layer_met2.png
Cells faint in the background.
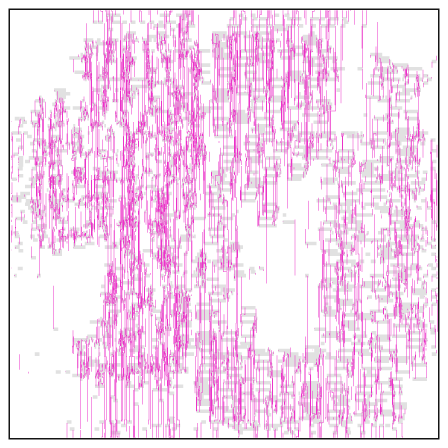
congestion.png
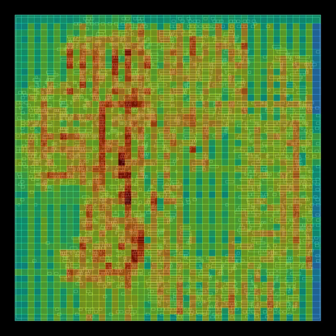
[src/rtl/fetch_queue.sv]
// fetch_queue: instruction fetch front end with a {instr, pc} FIFO.
// Issues one outstanding imem request at a time; a redirect flushes and refetches.
//
// Ports:
//   clk, reset          rising-edge clock, synchronous active-high reset
//   redirect            taken branch from MEM, restarts fetch at redirect_pc
//   redirect_pc [63:0]  branch target
//   deq                 consumer takes the FIFO head (ignored when empty)
//   imem_req            request valid (registered)
//   imem_addr [63:0]    request address, stable while imem_req is high
//   imem_ack            response valid, may arrive in the first req cycle
//   imem_rdata [31:0]   returned instruction
//   instr_valid         FIFO non-empty
//   instr_out [31:0]    head instruction, NOP when empty
//   pc_out [63:0]       head PC, zero when empty
//   count               entries held
module fetch_queue #(
    parameter int          DEPTH    = 4,
    parameter logic [63:0] RESET_PC = 64'd0
) (
    input  logic                       clk,
    input  logic                       reset,
    input  logic                       redirect,
    input  logic [63:0]                redirect_pc,
    input  logic                       deq,
    output logic                       imem_req,
    output logic [63:0]                imem_addr,
    input  logic                       imem_ack,
    input  logic [31:0]                imem_rdata,
    output logic                       instr_valid,
    output logic [31:0]                instr_out,
    output logic [63:0]                pc_out,
    output logic [$clog2(DEPTH+1)-1:0] count
);

    localparam int PW = $clog2(DEPTH);
    localparam int CW = $clog2(DEPTH+1);

    localparam logic [CW-1:0] FULL = CW'(DEPTH);
    localparam logic [31:0]   NOP  = 32'h0000_0013;

    localparam logic [1:0] S_IDLE  = 2'd0;
    localparam logic [1:0] S_BUSY  = 2'd1;
    localparam logic [1:0] S_DRAIN = 2'd2;

    logic [1:0]    r_state;
    logic          r_req;
    logic [63:0]   r_fetch_pc;
    logic [63:0]   r_pend_pc;
    logic [PW-1:0] r_head;
    logic [PW-1:0] r_tail;
    logic [CW-1:0] r_count;
    logic [31:0]   r_instr [DEPTH];
    logic [63:0]   r_pc    [DEPTH];

    logic          w_busy;
    logic          w_push;
    logic          w_pop;
    logic          w_empty;
    logic [CW-1:0] w_count_nxt;
    logic [1:0]    w_state_nxt;
    logic [63:0]   w_fetch_nxt;
    logic [63:0]   w_pend_nxt;
    logic [63:0]   w_pend_sel;

    assign w_busy  = (r_state == S_BUSY);
    assign w_empty = (r_count == '0);

    // A redirect overrides both a same-cycle push and a same-cycle pop.
    assign w_push = w_busy & imem_ack & ~redirect;
    assign w_pop  = deq & ~w_empty & ~redirect;

    assign w_count_nxt = r_count + CW'(w_push) - CW'(w_pop);

    // In DRAIN the most recent redirect target wins, even on the ack cycle.
    assign w_pend_sel = redirect ? redirect_pc : r_pend_pc;

    always_comb begin
        w_state_nxt = r_state;
        w_fetch_nxt = r_fetch_pc;
        w_pend_nxt  = r_pend_pc;
        unique case (r_state)
            S_IDLE: begin
                if (redirect) begin
                    w_fetch_nxt = redirect_pc;
                    w_state_nxt = S_BUSY;
                end else if (r_count < FULL) begin
                    w_state_nxt = S_BUSY;
                end
            end
            S_BUSY: begin
                if (imem_ack) begin
                    if (redirect) begin
                        w_fetch_nxt = redirect_pc;
                    end else begin
                        w_fetch_nxt = r_fetch_pc + 64'd4;
                        if (w_count_nxt >= FULL) begin
                            w_state_nxt = S_IDLE;
                        end
                    end
                end else if (redirect) begin
                    // Old request still in flight: keep its address on the
                    // bus and remember where to go once it returns.
                    w_pend_nxt  = redirect_pc;
                    w_state_nxt = S_DRAIN;
                end
            end
            S_DRAIN: begin
                w_pend_nxt = w_pend_sel;
                if (imem_ack) begin
                    w_fetch_nxt = w_pend_sel;
                    w_state_nxt = S_BUSY;
                end
            end
            default: begin
                w_state_nxt = S_IDLE;
            end
        endcase
    end

    always_ff @(posedge clk) begin
        if (reset) begin
            r_state    <= S_IDLE;
            r_req      <= 1'b0;
            r_fetch_pc <= RESET_PC;
            r_pend_pc  <= RESET_PC;
            r_head     <= '0;
            r_tail     <= '0;
            r_count    <= '0;
        end else begin
            r_state    <= w_state_nxt;
            r_req      <= (w_state_nxt != S_IDLE);
            r_fetch_pc <= w_fetch_nxt;
            r_pend_pc  <= w_pend_nxt;
            if (redirect) begin
                r_head  <= '0;
                r_tail  <= '0;
                r_count <= '0;
            end else begin
                if (w_push) begin
                    r_tail <= r_tail + PW'(1);
                end
                if (w_pop) begin
                    r_head <= r_head + PW'(1);
                end
                r_count <= w_count_nxt;
            end
        end
    end

    // Payload storage needs no reset; occupancy is tracked by the pointers.
    always_ff @(posedge clk) begin
        if (w_push && !reset) begin
            r_instr[r_tail] <= imem_rdata;
            r_pc[r_tail]    <= r_fetch_pc;
        end
    end

    // imem_addr is the fetch PC register; it is left untouched in DRAIN so
    // the outstanding request keeps its original address.
    assign imem_req    = r_req;
    assign imem_addr   = r_fetch_pc;
    assign instr_valid = ~w_empty;
    assign instr_out   = w_empty ? NOP : r_instr[r_head];
    assign pc_out      = w_empty ? 64'd0 : r_pc[r_head];
    assign count       = r_count;

endmodule

[config.mk]
export PLATFORM = sky130hd
export DESIGN_NAME = fetch_queue
export DESIGN_NICKNAME = d
export VERILOG_FILES = /design/src/rtl/fetch_queue.sv
export SDC_FILE = /design/constraint.sdc
export NUM_CORES = 1
export LEC_CHECK = 0
export ABC_AREA = 1
export CAP_MARGIN = 10
export CORE_UTILIZATION = 23
export CTS_CLUSTER_SIZE = 14
export DETAILED_ROUTE_END_ITERATION = 8
export PLACE_DENSITY_LB_ADDON = 0.12
export SLEW_MARGIN = 20
export SYNTH_ARGS = -nofsm -noshare
export SYNTH_HDL_FRONTEND = slang
export SYNTH_SLANG_ARGS = --single-unit
[constraint.sdc]
create_clock -name clk -period 8.4 [get_ports clk]
set_clock_uncertainty 0.15 [all_clocks]
set_input_delay 1.68 -clock clk [delete_from_list [all_inputs] [get_ports clk]]
set_output_delay 1.68 -clock clk [all_outputs]
set_load 0.005 [all_outputs]
==> impl_metrics.toml <==
# implementation run metrics
[place]
port_buffers = 265
dp.cells = 4282
postPlaceCellArea_sq_um = 28300
dp_worst_setup_slack_ns = 3.03

[timing]
finalSetupViolCount = 0
fin_ws_ns = 2.50
whs_ns = 0.316
finalHoldViolations = 0
period_used_pct = 70.3
worstMarginPinSlew_ns = 1.07
tns_ns = 0
slew_violations = 0
clock.fmax_ghz = 0.169
rsz0062_at_grt = "false"
fin_crit_ns = 5.90

[pwr]
ir_drop_mv = 0.112
p_per_area_nw_per_um2 = 217

[drt]
drtPass1Iterations = 5
viasPerCell = 4.60
detail-route-antenna-nets = 0
drc = 0

[logic_synthesis]
top_area_cell = "edfxtp_1"
yosysTopAreaCellShare_pct = 47.7
yosys-stat-cells = 2766
yosysMostFrequentCell = "nand2_1"
ys_types = 39
avgSynthCellArea_sq_um = 8.74
synth-edff-count = 384
async_reset_ff_share_pct = 0
synthFlopType = "edfxtp_1"
area_leaders = "edfxtp_1 48%, dfxtp_1 12%, nand2_1 9.9%"
yosys.area_share.aoi_pct = 13.8
common_cells = "641 x nand2_1, 609 x nor2_1, 384 x edfxtp_1"
syn_area_sq_um = 24200
synth-xor-area-share_pct = 0.724
ys_ff = 524
ys_sh_simple_pct = 21.8
yosysWarnings = 0

[critical_path]
slowest_stage = "buf_4"
r2r_cells = 16
critPathMaxFanout = 85
r2r_slack_ns = 4.40
r2r-end = "imem_req$_SDFF_PP0_"
required_ns = 6.57
cp_cell_sequence = "inv_4, buf_4, buf_4, o21ai_0, a21oi_1, clkdlybuf4s50_1"
critical_path_depth = 6
endpoint = "pc_out[1]"
cp.arrival_ns = 4.07
worst_path_largest_cell_delay_ns = 0.68
r2r-start = "count[2]$_SDFF_PP0_"
crit_top_cell = "buf_4"
crit_path_end_kind = "output pin"

[run]
drv_cap = 0
warning_count = 32

[clock_tree]
cts_setup_buffers = 0
cts-htree-levels = 3
clock_latency_ns = 0.61
postCtsHoldBufs = 0
cts_buffers = 67
cts_resized = 0
clk_path_buf_depth = 3

[layout]
drive_above_1_share_pct = 6.12
area_growth_syn_to_layout_pct = 26.0
final_util_pct = 29.3
lay_top_count = "nand2_1"

[run_status]
outcome = "complete, no violations"

[floorplanning]
io_pins = 266
core_sq_um = 104000

[global_route]
antenna_found_initial = 3
grt_pass1_vias = 19400
overflow = 0

[worst_hold_path]
hold_start = "imem_addr[51]$_SDFFE_PP0P_"
hold_end = "imem_addr[51]$_SDFFE_PP0P_"
min-delay-path-class = "reg2reg"
Notes on layer_met2.png above:
The layer holds 45% of the routed length. The longest straight run is 103 um.
Vias: 20300
final WL: 91.1 mm
met2 usage in global routing: 26.5%

Notes on congestion.png above:
most used routing layer: met2
WL/cell: 20.7 um
M1 GR Usage: 23.1%

[sequential cells by signal, indices dropped and copies added, names as in the netlist, named ones only]
| signal | flops |
|---|---|
| r_tail | 2 |
| r_head | 2 |
| imem_req | 1 |
| imem_addr | 64 |
| r_instr | 128 |
| r_pend_pc | 64 |
| r_state | 2 |
| r_pc | 256 |
| count | 3 |
[layout make-up]
cell class / count / area (sq um)
multi-input combinational: 2005 / 9010
antenna: 4 / 10.0
tap: 1380 / 1730
clock buffer: 80 / 1800
clock inverter: 39 / 389
sequential: 524 / 14300
fill: 10900 / 73500
inverter: 75 / 287
timing repair buffer: 298 / 2900
[report_power, final]
part	switching, W	internal (W)
clock network	0.00117	0.00172
registers	0.000184	0.00288
logic	0.000398	0.000267
